<file path="src/rtl/sms_card_por_seq.sv">
// sms_card_por_seq
// Power-on / console reset sequencer card. Takes the upstream -RESET line,
// synchronises its release to clk, waits a settle period and then frees
// NSTAGES reset domains one after another with a fixed gap between them.
// A debounced console push-button re-runs the same sequence at any time.
module sms_card_por_seq #(
    parameter int NSTAGES     = 3,  // staged reset domains, 1..8
    parameter int HOLD_CYCLES = 4,  // settle edges before stage 0 frees, >=1
    parameter int STAGE_GAP   = 2,  // edges between consecutive stage releases, >=1
    parameter int DEBOUNCE    = 8   // equal synced samples needed to move the button level, >=1
) (
    input  logic               clk,
    input  logic               reset_n,
    input  logic               console_reset,
    output logic [NSTAGES-1:0] stage_rst_n,
    output logic [NSTAGES-1:0] stage_rst,
    output logic               ready
);

    // Counter widths: each counter only has to reach (terminal - 1) before it clears.
    localparam int HOLD_W = (HOLD_CYCLES > 1) ? $clog2(HOLD_CYCLES) : 1;
    localparam int GAP_W  = (STAGE_GAP > 1)   ? $clog2(STAGE_GAP)   : 1;
    localparam int DB_W   = (DEBOUNCE > 1)    ? $clog2(DEBOUNCE)    : 1;
    localparam int IDX_W  = (NSTAGES > 1)     ? $clog2(NSTAGES)     : 1;

    localparam logic [HOLD_W-1:0] HOLD_LAST = HOLD_W'(HOLD_CYCLES - 1);
    localparam logic [HOLD_W-1:0] HOLD_ONE  = HOLD_W'(1);
    localparam logic [GAP_W-1:0]  GAP_LAST  = GAP_W'(STAGE_GAP - 1);
    localparam logic [GAP_W-1:0]  GAP_ONE   = GAP_W'(1);
    localparam logic [DB_W-1:0]   DB_LAST   = DB_W'(DEBOUNCE - 1);
    localparam logic [DB_W-1:0]   DB_ONE    = DB_W'(1);
    localparam logic [IDX_W-1:0]  IDX_LAST  = IDX_W'(NSTAGES - 1);
    localparam logic [IDX_W-1:0]  IDX_ONE   = IDX_W'(1);

    typedef enum logic [1:0] {
        ST_SYNC  = 2'd0,   // waiting for the synchronised reset release
        ST_HOLD  = 2'd1,   // counting the settle period
        ST_STAGE = 2'd2,   // freeing stages 1..NSTAGES-1
        ST_RUN   = 2'd3    // everything released
    } state_t;

    // Reset-release synchroniser
    logic rst_s1_q, rst_s1_d;
    logic rst_s2_q, rst_s2_d;

    // Console button synchroniser and debouncer
    logic            btn_s1_q, btn_s1_d;
    logic            btn_s2_q, btn_s2_d;
    logic            btn_db_q, btn_db_d;
    logic [DB_W-1:0] db_cnt_q, db_cnt_d;
    logic            btn_rise;

    // Sequencer
    state_t             state_q, state_d;
    logic [HOLD_W-1:0]  hold_cnt_q, hold_cnt_d;
    logic [GAP_W-1:0]   gap_cnt_q, gap_cnt_d;
    logic [IDX_W-1:0]   idx_q, idx_d;
    logic               hold_tick;

    // Release events handed from the next-state logic to the output logic
    logic               rel_en;
    logic [IDX_W-1:0]   rel_idx;
    logic               rel_last;
    logic               seq_clear;
    logic [NSTAGES-1:0] rel_hit;

    // Registered outputs
    logic [NSTAGES-1:0] stage_rst_n_q, stage_rst_n_d;
    logic               ready_q, ready_d;

    // Synchroniser inputs: reset chain shifts in a constant 1 once reset_n is high.
    always_comb begin
        rst_s1_d = 1'b1;
        rst_s2_d = rst_s1_q;
        btn_s1_d = console_reset;
        btn_s2_d = btn_s1_q;
    end

    // Debounce: the level flips only after DEBOUNCE consecutive differing samples.
    always_comb begin
        btn_db_d = btn_db_q;
        db_cnt_d = '0;
        if (btn_s2_q != btn_db_q) begin
            if (db_cnt_q == DB_LAST) begin
                btn_db_d = ~btn_db_q;
                db_cnt_d = '0;
            end else begin
                db_cnt_d = db_cnt_q + DB_ONE;
            end
        end
    end

    assign btn_rise = btn_db_d & ~btn_db_q;

    // A settle edge counts once the release is synchronised and the button is not held.
    assign hold_tick = ((state_q == ST_SYNC) && rst_s2_q) ||
                       ((state_q == ST_HOLD) && !btn_db_q);

    // State register, counters, synchronisers and output flops.
    always_ff @(posedge clk or negedge reset_n) begin
        if (!reset_n) begin
            rst_s1_q      <= 1'b0;
            rst_s2_q      <= 1'b0;
            btn_s1_q      <= 1'b0;
            btn_s2_q      <= 1'b0;
            btn_db_q      <= 1'b0;
            db_cnt_q      <= '0;
            state_q       <= ST_SYNC;
            hold_cnt_q    <= '0;
            gap_cnt_q     <= '0;
            idx_q         <= '0;
            stage_rst_n_q <= '0;
            ready_q       <= 1'b0;
        end else begin
            rst_s1_q      <= rst_s1_d;
            rst_s2_q      <= rst_s2_d;
            btn_s1_q      <= btn_s1_d;
            btn_s2_q      <= btn_s2_d;
            btn_db_q      <= btn_db_d;
            db_cnt_q      <= db_cnt_d;
            state_q       <= state_d;
            hold_cnt_q    <= hold_cnt_d;
            gap_cnt_q     <= gap_cnt_d;
            idx_q         <= idx_d;
            stage_rst_n_q <= stage_rst_n_d;
            ready_q       <= ready_d;
        end
    end

    // Next-state logic: a new button press pre-empts whatever the sequencer was doing.
    always_comb begin
        state_d    = state_q;
        hold_cnt_d = hold_cnt_q;
        gap_cnt_d  = gap_cnt_q;
        idx_d      = idx_q;
        rel_en     = 1'b0;
        rel_idx    = idx_q;
        rel_last   = 1'b0;
        seq_clear  = 1'b0;

        if (btn_rise) begin
            state_d    = ST_HOLD;
            hold_cnt_d = '0;
            gap_cnt_d  = '0;
            idx_d      = '0;
            seq_clear  = 1'b1;
        end else begin
            case (state_q)
                ST_SYNC, ST_HOLD: begin
                    if (hold_tick) begin
                        if (hold_cnt_q == HOLD_LAST) begin
                            // Last settle edge frees stage 0.
                            hold_cnt_d = '0;
                            rel_en     = 1'b1;
                            rel_idx    = '0;
                            if (NSTAGES == 1) begin
                                rel_last = 1'b1;
                                state_d  = ST_RUN;
                            end else begin
                                state_d   = ST_STAGE;
                                idx_d     = IDX_ONE;
                                gap_cnt_d = '0;
                            end
                        end else begin
                            hold_cnt_d = hold_cnt_q + HOLD_ONE;
                            state_d    = ST_HOLD;
                        end
                    end else begin
                        // Button still held (or release not yet synchronised): no progress.
                        hold_cnt_d = '0;
                    end
                end
                ST_STAGE: begin
                    if (gap_cnt_q == GAP_LAST) begin
                        gap_cnt_d = '0;
                        rel_en    = 1'b1;
                        rel_idx   = idx_q;
                        if (idx_q == IDX_LAST) begin
                            rel_last = 1'b1;
                            idx_d    = '0;
                            state_d  = ST_RUN;
                        end else begin
                            idx_d = idx_q + IDX_ONE;
                        end
                    end else begin
                        gap_cnt_d = gap_cnt_q + GAP_ONE;
                    end
                end
                ST_RUN: begin
                    state_d = ST_RUN;
                end
                default: begin
                    state_d = ST_SYNC;
                end
            endcase
        end
    end

    // Decode the single stage being released this edge into a one-hot mask.
    genvar gi;
    generate
        for (gi = 0; gi < NSTAGES; gi++) begin : g_rel
            assign rel_hit[gi] = rel_en && (rel_idx == IDX_W'(gi));
        end
    endgenerate

    // Output logic: released stages stay released until a restart clears them all.
    always_comb begin
        stage_rst_n_d = stage_rst_n_q | rel_hit;
        ready_d       = ready_q | rel_last;
        if (seq_clear) begin
            stage_rst_n_d = '0;
            ready_d       = 1'b0;
        end
    end

    assign stage_rst_n = stage_rst_n_q;
    assign stage_rst   = ~stage_rst_n_q;
    assign ready       = ready_q;

endmodule
</file>
<file path="config.mk">
export PLATFORM = sky130hd
export DESIGN_NAME = sms_card_por_seq
export DESIGN_NICKNAME = d
export VERILOG_FILES = /design/src/rtl/sms_card_por_seq.sv
export SDC_FILE = /design/constraint.sdc
export NUM_CORES = 1
export LEC_CHECK = 0
export CORE_MARGIN = 2
export CORE_UTILIZATION = 25
export CTS_CLUSTER_DIAMETER = 60
export DETAILED_ROUTE_END_ITERATION = 8
export MAX_ROUTING_LAYER = met4
export PLACE_DENSITY_LB_ADDON = 0.1
export SYNTH_ARGS = -nofsm -noshare
export SYNTH_HDL_FRONTEND = slang
export SYNTH_SLANG_ARGS = --single-unit
</file>
<file path="constraint.sdc">
create_clock -name clk -period 1.7 [get_ports clk]
set_input_delay 0.255 -clock clk [delete_from_list [all_inputs] [get_ports clk]]
set_output_delay 0.255 -clock clk [all_outputs]
set_load 0.005 [all_outputs]
</file>
==> impl_metrics.json, run 1 <==
{
  "status": "finished, final reports clean",
  "cts_max_path_buffers": 2,
  "setup_ws_ns": 0.188,
  "p_clk_uw": 228,
  "top_layer": "met4",
  "clk_share_pct": 2.80,
  "dr_wl_met2_um": 636,
  "post-dp-hpwl_mm": 1.02,
  "clk_latency_ns": 0.29,
  "viasPerCell": 4.14,
  "seq-power_uw": 740,
  "slowest_delay_ns": 0.49,
  "synth_flops": 19,
  "synthArstFlopShare_pct": 100,
  "power_mw": 1.48,
  "comb_area_share_pct": 30.3,
  "cp_top_family": "buffers and inverters",
  "final_cell_area_um2": 983,
  "ys_top_logic_family": "simple AND/OR/NAND/NOR gates",
  "routed_wl_mm": 1.42,
  "ff_count": 19,
  "final_util_pct": 32.2,
  "startpoint_type": "flip-flop",
  "row_count": 20,
  "cts_tree": "built",
  "wl_per_cell_um": 11.1,
  "logic_gates": 44,
  "grt_max_degree": 20,
  "r2r_setup_slack_ns": 0.36,
  "dr_wl_met3_um": 37,
  "p_clk_share_pct": 15.4,
  "leakage_nw": 0.453,
  "stdcell_count": 128,
  "portBuffers": 9,
  "area_leaders": "dfrtp_1 (60%), ha_1 (4.7%), inv_1 (2.8%), nand2_1 (2.8%), a21oi_1 (2.5%)",
  "setup.worst_path.class": "flip-flop to output port",
  "gp_congestion": 0.709,
  "ir_drop_mv": 0.446,
  "fp_nets": 75,
  "ys_types": 27,
  "grt_pass1_vias": 543,
  "grt-ovfl-total": 0,
  "yosys_warnings": 0,
  "p_sw_uw": 482,
  "worstReg2RegStart": "state_q[0]$_DFFE_PN0P_",
  "post_cts_resized": 0,
  "cp.depth": 2,
  "dr.pass1.iters": 3,
  "setup_tns_ns": 0,
  "met1_usage_pct": 13.8,
  "fin_crit_ns": 1.51,
  "power.internal_uw": 997,
  "warnings": 26,
  "ys_sh_simple_pct": 17.9,
  "crit_start": "stage_rst_n[2]$_DFF_PN0_",
  "grt_setup_unrepaired": "false",
  "ys_seq_share_pct": 59.7,
  "comb-power_uw": 511,
  "dpl_worst_slack_ns": 0.366,
  "fp_util_pct": 26.1,
  "diodes": 0,
  "switching_share_pct": 32.6,
  "synth_area_leader_cell": "dfrtp_1",
  "synthCells": 69,
  "dr.first_iter.drc_count": 17,
  "slew_violations": 0,
  "clock.fmax_mhz": 661,
  "inverters_excl_clock": 6,
  "signal_buffers": 11,
  "power.group.top": "registers",
  "hold_ws_ns": 0.285,
  "seq_share_pct": 48.3,
  "yosysMostFrequentCell": "dfrtp_1",
  "cts_hold_buf": 0,
  "ys_chip_area_um2": 796,
  "ff_type": "dfrtp_1",
  "syn_avg_cell_area_um2": 11.5,
  "nFillCells": 342,
  "reg2reg_depth": 3,
  "crit_path_max_fanout": 3,
  "area_delta_synth_final_pct": 23.6,
  "drv_cap": 0,
  "critPathSlowestCell": "clkdlybuf4s50_1",
  "vias": 530,
  "cp.arrival_ns": 1.26,
  "finalClockPeriodUsage_pct": 88.9,
  "syn_area_um2": 796,
  "path_clk_slew_ns": 0.11,
  "drt-met1-wl_um": 732,
  "crit_chain": "inv_1, clkdlybuf4s50_1",
  "compound_area_share_pct": 12.1,
  "cp_data_required_time_ns": 1.44,
  "nClkBuffers": 3,
  "post_route_cells_drive_above_1_share_pct": 10.7,
  "synthTopCellsByCount": "dfrtp_1 (19), inv_1 (6), nand2_1 (6)",
  "power.density_nw_per_um2": 1500,
  "critPathCaptureType": "output port",
  "dp.cells": 124,
  "top_usage_layer": "met1",
  "grt_use_met2_pct": 13.7,
  "regArea_um2": 475,
  "rr_endpoint": "idx_q[1]$_DFFE_PN0P_",
  "min_path_type": "input port to async pin",
  "die_area_um2": 3650,
  "comb_area_um2": 298,
  "grt_util_met3_pct": 1.92,
  "bufAreaShareNonClock_pct": 10.7,
  "root_buffer": "clkbuf_4",
  "die_w_um": 60.4,
  "grt_pass1_wl_mm": 2.56,
  "die_height_um": 60.4,
  "synth-edff-count": 0,
  "nNetsFinal": 91,
  "core_area_um2": 3050
}
Figure 1. Cell classes on the final placement (run 1).
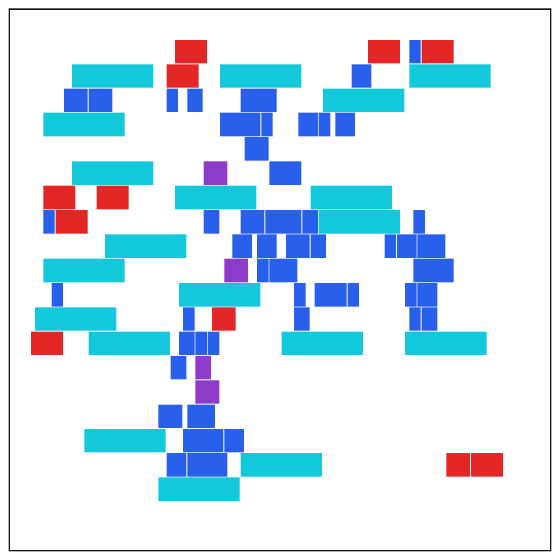
Key: clock drivers and dummy loads = purple [cells 4, share of their area 3.0%]; remaining logic cells = blue [cells 50, share of their area 35%]; sequential cells = cyan [cells 19, share of their area 51%]; remaining buffers and delay cells = red [cells 11, share of their area 11%]

Figure 2. Power grid (run 1).
The bar under the picture is 20 um long. Pins as bars on the die edge. Tap cells in gray.
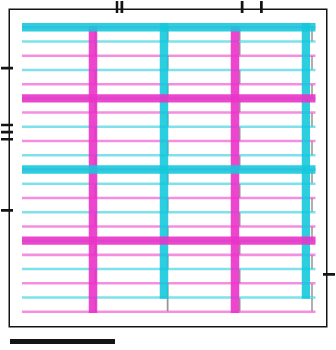
Key: VDD = cyan; VSS = magenta
4 straps on met5. 44 tap cells. 21 met1 rails follow the rows. The core has 20 rows. 10 signal pins sit on the boundary.

Figure 3. Clock distribution (run 1).
The bar under the picture is 20 um long.
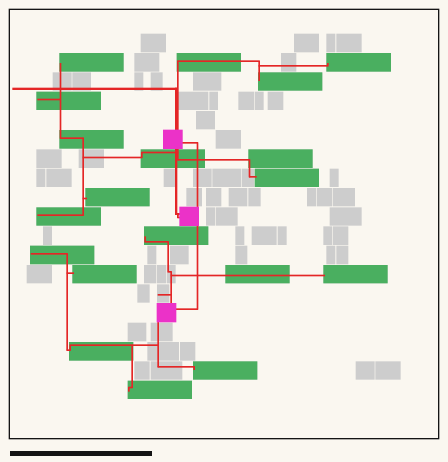
Key: flip-flops = green [count 19]; clock-net drivers = magenta [count 3]; clock wires = red [length 267 um]
There are 4 routed clock nets.

Figure 4. Clock routing (run 1).
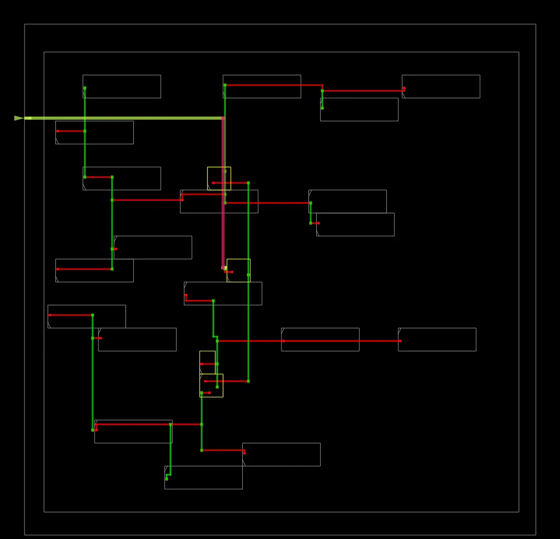
CTS Sinks: 19
CTS buffer count: 3
Setup Skew: 0.00140 ns

Figure 5. Metal layers overlaid (run 1).
The bar under the picture is 20 um long. Two of the layers only.
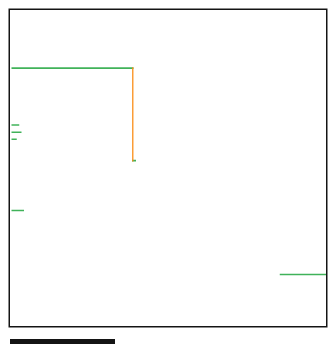

==> run 1 -> run 2 <==
--- a/config.mk
+++ b/config.mk
@@ -5,10 +5,12 @@
 export SDC_FILE = /design/constraint.sdc
 export NUM_CORES = 1
 export LEC_CHECK = 0
+export CORE_ASPECT_RATIO = 0.8
 export CORE_MARGIN = 2
 export CORE_UTILIZATION = 25
 export CTS_CLUSTER_DIAMETER = 60
 export DETAILED_ROUTE_END_ITERATION = 8
+export DONT_BUFFER_PORTS = 1
 export MAX_ROUTING_LAYER = met4
 export PLACE_DENSITY_LB_ADDON = 0.1
 export SYNTH_ARGS = -nofsm -noshare
Figure 6. Metal layers overlaid (run 2).
The bar under the picture is 20 um long. Two of the layers only.
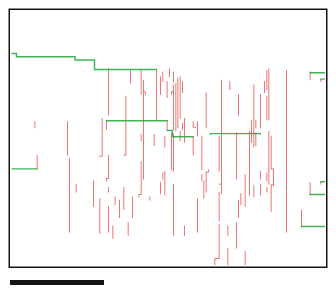
Key: M2 = red [wire length 544 um]; M3 = green [wire length 81.8 um]

==> run 2 against run 1 <==
Fmax is 1.9% higher. Highest routed layer is now met3. Synthesized cell count stayed put. Setup slack better by 0.028 ns. Via count is 7.9% lower. Sequential cell count stayed put. Combinational power is 27% lower.
==> impl_metrics.json, run 2 <==
{
  "status": "finished, final reports clean",
  "vias": 488,
  "startpoint_type": "flip-flop",
  "grt_setup_unrepaired": "false",
  "root_buffer": "clkbuf_8",
  "post_route_cells_drive_above_1_share_pct": 8.11,
  "leakage_nw": 0.417,
  "cp_data_required_time_ns": 1.81,
  "syn_avg_cell_area_um2": 11.5,
  "clkSinkCount": 19,
  "comb_area_share_pct": 33.1,
  "cts_max_path_buffers": 2,
  "hold_ws_ns": 0.0320,
  "rr_endpoint": "hold_cnt_q[1]$_DFFE_PN0P_",
  "setup_tns_ns": 0,
  "nFillCells": 340,
  "cts_hold_buf": 1,
  "ys_chip_area_um2": 796,
  "dr.first_iter.drc_count": 15,
  "die_area_um2": 3650,
  "bufAreaShareNonClock_pct": 1.11,
  "grt_use_met2_pct": 13.0,
  "switching_share_pct": 32.2,
  "dr_wl_met2_um": 544,
  "seq-power_uw": 750,
  "dpl_worst_slack_ns": 0.204,
  "ff_type": "dfrtp_1",
  "grt_pass1_vias": 485,
  "yosysMostFrequentCell": "dfrtp_1",
  "critPathSlowestCell": "nor2_1",
  "syn_area_um2": 796,
  "path_clk_slew_ns": 0.06,
  "portBuffers": 0,
  "compound_area_share_pct": 12.1,
  "wl_per_cell_um": 11.2,
  "top_usage_layer": "met2",
  "cp.arrival_ns": 1.60,
  "viasPerCell": 4.28,
  "clock.fmax_mhz": 674,
  "nNetsFinal": 81,
  "routed_wl_mm": 1.28,
  "ys_top_logic_family": "simple AND/OR/NAND/NOR gates",
  "ys_types": 27,
  "grt-ovfl-total": 0,
  "gp_congestion": 0.670,
  "slowest_delay_ns": 0.48,
  "diodes": 0,
  "synth_area_leader_cell": "dfrtp_1",
  "yosys_warnings": 0,
  "clk_share_pct": 5.00,
  "crit_path_max_fanout": 8,
  "fp_nets": 75,
  "grt_max_degree": 20,
  "seq_share_pct": 52.8,
  "met1_usage_pct": 11.0,
  "post-dp-hpwl_um": 941,
  "min_path_type": "input port to flip-flop",
  "drt-met1-wl_um": 654,
  "power.density_nw_per_um2": 1590,
  "clk_latency_ns": 0.25,
  "inverters_excl_clock": 6,
  "fin_crit_ns": 1.48,
  "nClkBuffers": 4,
  "reg2reg_depth": 5,
  "setup.worst_path.class": "flip-flop to flip-flop",
  "setup_ws_ns": 0.216,
  "crit_start": "db_cnt_q[0]$_DFF_PN0_"
}
Figure 7. Power grid (run 2).
The bar under the picture is 20 um long. Pins as bars on the die edge. Tap cells in gray.
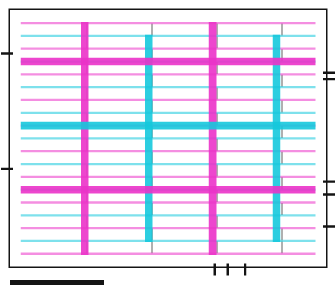
core area: 3060 um^2
VDD IR-drop max: 0.380 mV

Power and IR drop assume default switching activity.
